File: src/rtl/mc_ctrl_pkg.sv
// Shared encodings for the multi-cycle MIPS control unit: FSM states, opcode/funct
// values, datapath select encodings and the control word driven to the datapath.
package mc_ctrl_pkg;

    typedef enum logic [3:0] {
        S_IDLE,
        S_FETCH,
        S_DECODE,
        S_MEM_ADDR,
        S_MEM_RD,
        S_MEM_WB,
        S_MEM_WR,
        S_R_EXEC,
        S_R_WB,
        S_I_EXEC,
        S_I_WB,
        S_BRANCH,
        S_JUMP,
        S_TRAP
    } state_e;

    localparam logic [5:0] OP_RTYPE = 6'h00;
    localparam logic [5:0] OP_J     = 6'h02;
    localparam logic [5:0] OP_BEQ   = 6'h04;
    localparam logic [5:0] OP_ADDI  = 6'h08;
    localparam logic [5:0] OP_ANDI  = 6'h0C;
    localparam logic [5:0] OP_ORI   = 6'h0D;
    localparam logic [5:0] OP_LW    = 6'h23;
    localparam logic [5:0] OP_SW    = 6'h2B;

    localparam logic [5:0] FN_ADD = 6'h20;
    localparam logic [5:0] FN_SUB = 6'h22;
    localparam logic [5:0] FN_AND = 6'h24;
    localparam logic [5:0] FN_OR  = 6'h25;
    localparam logic [5:0] FN_SLT = 6'h2A;

    typedef enum logic [1:0] {
        ALU_ADD   = 2'b00,
        ALU_SUB   = 2'b01,
        ALU_FUNCT = 2'b10,
        ALU_OPC   = 2'b11
    } alu_op_e;

    typedef enum logic [1:0] {
        SRC_B_RT      = 2'b00,
        SRC_B_FOUR    = 2'b01,
        SRC_B_IMM     = 2'b10,
        SRC_B_IMM_SH2 = 2'b11
    } alu_src_b_e;

    typedef enum logic [1:0] {
        PC_SRC_ALU    = 2'b00,
        PC_SRC_ALUOUT = 2'b01,
        PC_SRC_JUMP   = 2'b10
    } pc_src_e;

    typedef struct packed {
        logic       pc_write;
        logic       ir_write;
        logic       mem_read;
        logic       mem_write;
        logic       reg_write;
        logic       iord;
        logic       reg_dst;
        logic       mem_to_reg;
        logic       alu_src_a;
        alu_src_b_e alu_src_b;
        alu_op_e    alu_op;
        pc_src_e    pc_src;
        logic       ext_zero;
    } ctrl_t;

    // andi/ori take a zero-extended immediate and let the ALU decode the opcode.
    function automatic logic is_logic_imm(input logic [5:0] op);
        return (op == OP_ANDI) || (op == OP_ORI);
    endfunction

    function automatic logic is_rtype_funct(input logic [5:0] fn);
        return (fn == FN_ADD) || (fn == FN_SUB) || (fn == FN_AND) ||
               (fn == FN_OR)  || (fn == FN_SLT);
    endfunction

endpackage

File: src/rtl/mc_out_decode.sv
// Combinational map from FSM state (plus opcode, zero, mem_ready) to the datapath
// control word, and the flag marking the final cycle of a retiring instruction.
module mc_out_decode
    import mc_ctrl_pkg::*;
(
    input  state_e     state,
    input  logic [5:0] opcode,
    input  logic       zero,
    input  logic       mem_ready,
    output ctrl_t      ctrl,
    output logic       retire
);

    // NOTE: every output gets a default before the case so no path can infer a latch.
    always_comb begin
        ctrl   = '0;
        retire = 1'b0;
        unique case (state)
            S_FETCH: begin
                ctrl.mem_read  = 1'b1;
                ctrl.alu_src_b = SRC_B_FOUR;
                ctrl.ir_write  = mem_ready;
                ctrl.pc_write  = mem_ready;
            end
            S_DECODE: begin
                ctrl.alu_src_b = SRC_B_IMM_SH2;
                ctrl.ext_zero  = is_logic_imm(opcode);
            end
            S_MEM_ADDR: begin
                ctrl.alu_src_a = 1'b1;
                ctrl.alu_src_b = SRC_B_IMM;
            end
            S_MEM_RD: begin
                ctrl.mem_read = 1'b1;
                ctrl.iord     = 1'b1;
            end
            S_MEM_WB: begin
                ctrl.reg_write  = 1'b1;
                ctrl.mem_to_reg = 1'b1;
                retire          = 1'b1;
            end
            S_MEM_WR: begin
                ctrl.mem_write = 1'b1;
                ctrl.iord      = 1'b1;
                retire         = mem_ready;
            end
            S_R_EXEC: begin
                ctrl.alu_src_a = 1'b1;
                ctrl.alu_src_b = SRC_B_RT;
                ctrl.alu_op    = ALU_FUNCT;
            end
            S_R_WB: begin
                ctrl.reg_write = 1'b1;
                ctrl.reg_dst   = 1'b1;
                retire         = 1'b1;
            end
            S_I_EXEC: begin
                ctrl.alu_src_a = 1'b1;
                ctrl.alu_src_b = SRC_B_IMM;
                ctrl.alu_op    = is_logic_imm(opcode) ? ALU_OPC : ALU_ADD;
                ctrl.ext_zero  = is_logic_imm(opcode);
            end
            S_I_WB: begin
                ctrl.reg_write = 1'b1;
                ctrl.ext_zero  = is_logic_imm(opcode);
                retire         = 1'b1;
            end
            // beq compares rs-rt; ALUOut already holds the target from DECODE.
            S_BRANCH: begin
                ctrl.alu_src_a = 1'b1;
                ctrl.alu_src_b = SRC_B_RT;
                ctrl.alu_op    = ALU_SUB;
                ctrl.pc_src    = PC_SRC_ALUOUT;
                ctrl.pc_write  = zero;
                retire         = 1'b1;
            end
            S_JUMP: begin
                ctrl.pc_src   = PC_SRC_JUMP;
                ctrl.pc_write = 1'b1;
                retire        = 1'b1;
            end
            default: begin
            end
        endcase
    end

endmodule

File: src/rtl/mc_control_unit.sv
// Multi-cycle MIPS control FSM: state register, next-state sequencing, sticky
// illegal-instruction flag and retired-instruction counter.
module mc_control_unit
    import mc_ctrl_pkg::*;
(
    input  logic        clk,
    input  logic        rst_n,
    input  logic [5:0]  opcode,
    input  logic [5:0]  funct,
    input  logic        zero,
    input  logic        mem_ready,
    output logic        pc_write,
    output logic        ir_write,
    output logic        mem_read,
    output logic        mem_write,
    output logic        reg_write,
    output logic        iord,
    output logic        reg_dst,
    output logic        mem_to_reg,
    output logic        alu_src_a,
    output logic [1:0]  alu_src_b,
    output logic [1:0]  alu_op,
    output logic [1:0]  pc_src,
    output logic        ext_zero,
    output logic        illegal,
    output logic [31:0] retired
);

    logic [1:0]  sync_q, sync_d;
    logic        rst_sync_n;
    state_e      state_q, state_d;
    logic        illegal_q, illegal_d;
    logic [31:0] retired_q, retired_d;
    ctrl_t       ctrl;
    logic        retire;

    // Reset asserts asynchronously but releases two clocks after rst_n rises.
    assign sync_d     = {sync_q[0], 1'b1};
    assign rst_sync_n = sync_q[1];

    // NOTE: sequential state uses non-blocking assignments so all flops sample together.
    always_ff @(posedge clk or negedge rst_n) begin
        if (!rst_n) sync_q <= '0;
        else        sync_q <= sync_d;
    end

    always_comb begin
        state_d = state_q;
        unique case (state_q)
            S_IDLE:   state_d = S_FETCH;
            S_FETCH:  if (mem_ready) state_d = S_DECODE;
            S_DECODE: begin
                unique case (opcode)
                    OP_LW, OP_SW:             state_d = S_MEM_ADDR;
                    OP_RTYPE:                 state_d = is_rtype_funct(funct) ? S_R_EXEC : S_TRAP;
                    OP_ADDI, OP_ANDI, OP_ORI: state_d = S_I_EXEC;
                    OP_BEQ:                   state_d = S_BRANCH;
                    OP_J:                     state_d = S_JUMP;
                    default:                  state_d = S_TRAP;
                endcase
            end
            S_MEM_ADDR: state_d = (opcode == OP_LW) ? S_MEM_RD : S_MEM_WR;
            S_MEM_RD:   if (mem_ready) state_d = S_MEM_WB;
            S_MEM_WR:   if (mem_ready) state_d = S_FETCH;
            S_R_EXEC:   state_d = S_R_WB;
            S_I_EXEC:   state_d = S_I_WB;
            S_MEM_WB, S_R_WB, S_I_WB, S_BRANCH, S_JUMP: state_d = S_FETCH;
            S_TRAP:     state_d = S_TRAP;
            default:    state_d = S_IDLE;
        endcase

        illegal_d = illegal_q | (state_d == S_TRAP);
        retired_d = retire ? retired_q + 32'd1 : retired_q;
    end

    always_ff @(posedge clk or negedge rst_sync_n) begin
        if (!rst_sync_n) begin
            state_q   <= S_IDLE;
            illegal_q <= 1'b0;
            retired_q <= '0;
        end else begin
            state_q   <= state_d;
            illegal_q <= illegal_d;
            retired_q <= retired_d;
        end
    end

    mc_out_decode u_out_decode (
        .state     (state_q),
        .opcode    (opcode),
        .zero      (zero),
        .mem_ready (mem_ready),
        .ctrl      (ctrl),
        .retire    (retire)
    );

    assign pc_write   = ctrl.pc_write;
    assign ir_write   = ctrl.ir_write;
    assign mem_read   = ctrl.mem_read;
    assign mem_write  = ctrl.mem_write;
    assign reg_write  = ctrl.reg_write;
    assign iord       = ctrl.iord;
    assign reg_dst    = ctrl.reg_dst;
    assign mem_to_reg = ctrl.mem_to_reg;
    assign alu_src_a  = ctrl.alu_src_a;
    assign alu_src_b  = ctrl.alu_src_b;
    assign alu_op     = ctrl.alu_op;
    assign pc_src     = ctrl.pc_src;
    assign ext_zero   = ctrl.ext_zero;
    assign illegal    = illegal_q;
    assign retired    = retired_q;

endmodule

File: config.mk
export PLATFORM = sky130hd
export DESIGN_NAME = mc_control_unit
export DESIGN_NICKNAME = d
export VERILOG_FILES = /design/src/rtl/mc_ctrl_pkg.sv /design/src/rtl/mc_out_decode.sv /design/src/rtl/mc_control_unit.sv
export SDC_FILE = /design/constraint.sdc
export NUM_CORES = 1
export LEC_CHECK = 0
export CORE_MARGIN = 8
export CORE_UTILIZATION = 47
export DETAILED_ROUTE_END_ITERATION = 7
export PLACE_DENSITY_LB_ADDON = 0.12
export SLEW_MARGIN = 20
export SYNTH_ARGS = -nofsm -noshare
export SYNTH_HDL_FRONTEND = slang
export SYNTH_SLANG_ARGS = --single-unit
File: constraint.sdc
create_clock -name clk -period 2.1 [get_ports clk]
set_input_delay 0.42 -clock clk [delete_from_list [all_inputs] [get_ports clk]]
set_output_delay 0.42 -clock clk [all_outputs]
set_load 0.01 [all_outputs]
Figure 1. Cell placement (run 1).
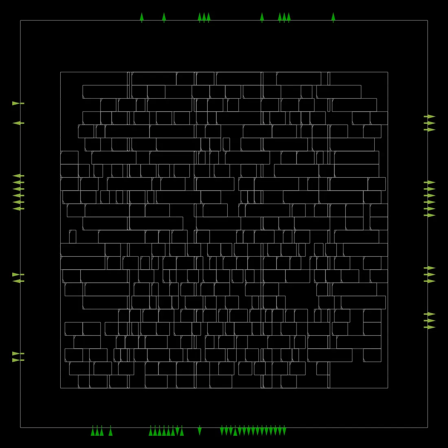
site row count: 24
core area: 4414 µm²
registers: 39
fin cells: 356

Figure 2. Routed clock nets over the placement (run 1).
Drawn at 3 px/µm.
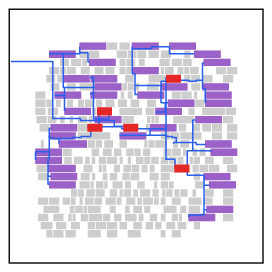
- flip-flops: purple (count 39)
- clock wires: blue (length 441 µm)
- clock drivers: red (count 5)
- routed clock nets: 6
Fin Clk Skew: 11.02 ps
Clk. pwr: 632 µW
clock network fraction of design power: 22.2%
worst skew pair latency: 280 ps

Figure 3. Wires at chosen ports, followed through buffers (run 1).
Drawn at 6 px/µm.
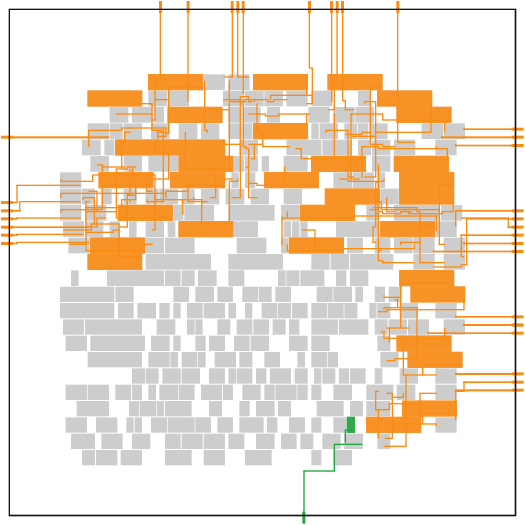
- `mem_to_reg`: green (direction output; end cells 1; buffers 1; wire 24.0 µm)
- `retired`: orange (direction output; end cells 32; buffers 32; wire 1410 µm)
io pins: 65
PortBufs: 64

Figure 4. Cells colored by class (run 1).
Drawn at 3 px/µm.
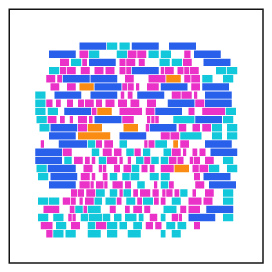
- clock drivers and dummy loads: orange (cells 8; share of their area 3.8%)
- combinational and other logic: magenta (cells 164; share of their area 37%)
- other buffers and delay cells: cyan (cells 93; share of their area 28%)
- flops: blue (cells 39; share of their area 31%)
Finished Core Util: 72.31%
Finished Cell Area: 3192 µm²
Seq area share: 30.65%

-- run 1: registers in the layout, indices dropped and copies added, names as in the netlist --
signal and count:
sync_q 2, state_q 4, illegal 1, retired 32
-- run 1: what timing repair did --
action | in CTS | in global routing
gates cloned | 0 | 0
resized | 25 | 9
pin swaps | 1 | 4
setup endpoints to repair | 16 | 6
-- run 1: worst paths after layout --
check                            from          end  slack [ps]
hold reg to reg             sync_q[1]      illegal          20
hold / removal              sync_q[1]      illegal          20
setup reg to reg           state_q[3]  retired[20]         250
max in group asynchronous   sync_q[1]   state_q[0]        1460
min in group clk            sync_q[0]    sync_q[1]         360
setup / recovery            mem_ready     ir_write          80
-- run 1: critical path: stages --
cell	delay, ps
clkdlybuf4s50_1	480
inv_1	60
buf_4	130
nor4_1	200
dlygate4sd2_1	310
==> impl_metrics.toml, run 1 <==
# flow metrics
[route]
drt_iter0_drc = 97
vias = 1988
drc = 0
dr.pass1.iters = 5
wl_per_cell_um = 15.72
wl_met3_um = 307

[layout]
drive_gt1_share_pct = 20.07
areaGrowthSynthToFinish_pct = 46.36
combGateArea_um2 = 1146
clkCellAreaFrac_pct = 3.685
n_all_inverters = 3

[timing]
fmax_mhz = 496.0

[critical_path]
path_class = "in -> out"
arrival_ps = 1600
end_kind = "output pin"
worst_r2r_path_depth = 8

[logic_synthesis]
synthMuxAreaShare_pct = 1.033
aoi_share_pct = 11.02
adder_share_pct = 0.5737
numSynthFlops = 39
synth-simple-area-share_pct = 26.62
post-synth-top-area-fraction_pct = 44.75
ys_area_um2 = 2181

[placed_design]
dp_cells = 348

[global_route]
grt_use_met2_pct = 24.51

[power_and_ir_drop]
finalPower_uw = 2850
comb-power_uw = 1250
power.switching_uw = 974.2

[status]
status = "finished clean"

[clock_tree]
cts-root-buf = "clkbuf_8"
clockBufferDepth = 2
cts_hold_buf = 0
Figure 5. Register map, names as in the netlist (run 1).
Drawn at 3 px/µm. Other sequential cells in the stronger gray, the rest of the logic in the fainter gray.
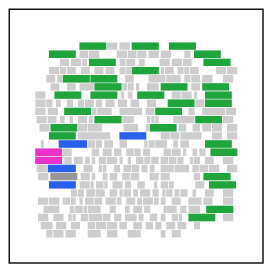

--- run 2 (diff from run 1) ---
- HOLD_SLACK_MARGIN: default -> 0.02
Figure 6. Register map, names as in the netlist (run 2).
Drawn at 3 px/µm. Other sequential cells in the stronger gray, the rest of the logic in the fainter gray.
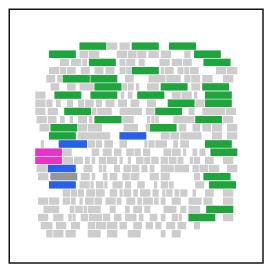
- `retired`: green (sequential cells 32)
- `sync_q`: magenta (sequential cells 2)
- `state_q`: blue (sequential cells 4; where left middle)
Storage cell area: 978.4 µm²
Finished Core Util: 72.53%
Seq. pwr: 969 µW

==> impl_metrics.toml, run 2 <==
# flow metrics
[layout]
ff_count = 39
seq-cell-share_pct = 30.56
final_area_um2 = 3202
n_all_inverters = 3
largest_reg_flops = 32
stdcell_count = 357
areaGrowthSynthToFinish_pct = 46.82
clkCellAreaFrac_pct = 3.673
combGateArea_um2 = 1146

[route]
wl_per_cell_um = 15.73
drt_iter0_drc = 88
vias = 1985
dr.pass1.iters = 5

[logic_synthesis]
adder_share_pct = 0.5737
numSynthFlops = 39
ys_area_um2 = 2181
synthMuxAreaShare_pct = 1.033
synth-simple-area-share_pct = 26.62

[floorplanning]
pin_count = 65
core_area_um2 = 4414
row_count = 24

[placed_design]
dp_cells = 348

[critical_path]
end_kind = "output pin"
cp_cell_sequence = "clkdlybuf4s50_1 -> inv_1 -> buf_4 -> nor4_1 -> dlygate4sd2_1"
critPathMaxStageDelay_ps = 480
arrival_ps = 1600
critPathSlowestCell = "clkdlybuf4s50_1"

[power_and_ir_drop]
p_clk_uw = 633
finalPower_uw = 2854

[status]
status = "finished clean"

[timing]
fmax_mhz = 495.6

[clock_tree]
clockBufferDepth = 2

[global_route]
grt_use_met2_pct = 24.58
Figure 7. Wires at chosen ports, followed through buffers (run 2).
Drawn at 6 px/µm.
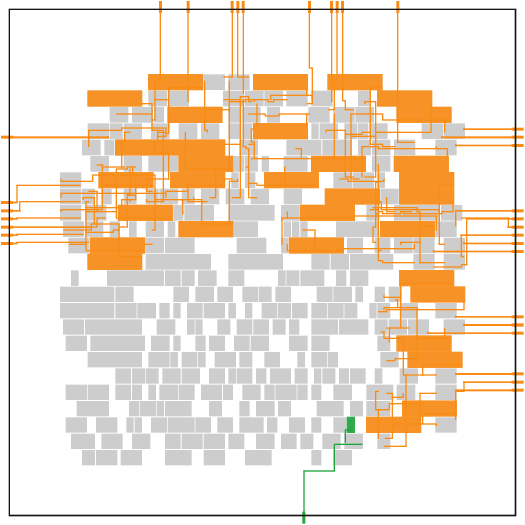
- `retired`: orange (direction output; end cells 32; buffers 32; wire 1410 µm)
- `mem_to_reg`: green (direction output; end cells 1; buffers 1; wire 24.0 µm)

==> run 2: cell counts after synthesis <==
No cell type changed its count.
==> run 2: path summary, 6_finish.rpt <==
path / slack, ps / endpoint / start / cells after the start
max: 80 / ir_write / mem_ready / 5
min: 300 / retired[15] / sync_q[1] / 1
max reg2reg: 250 / retired[20] / state_q[3] / 8
min reg2reg: 300 / retired[15] / sync_q[1] / 1
max in group asynchronous: 1430 / illegal / sync_q[1] / 1
min in group clk: 360 / sync_q[1] / sync_q[0] / 0
==> run 2: what timing repair did <==
item | CTS | global route
hold buffers | 1 | 0
endpoints found under the hold margin | 1 | 0
pin swaps | 1 | 4
endpoints found under the setup margin | 16 | 6
resized | 25 | 9
Power is estimated from default activity; no workload was simulated.
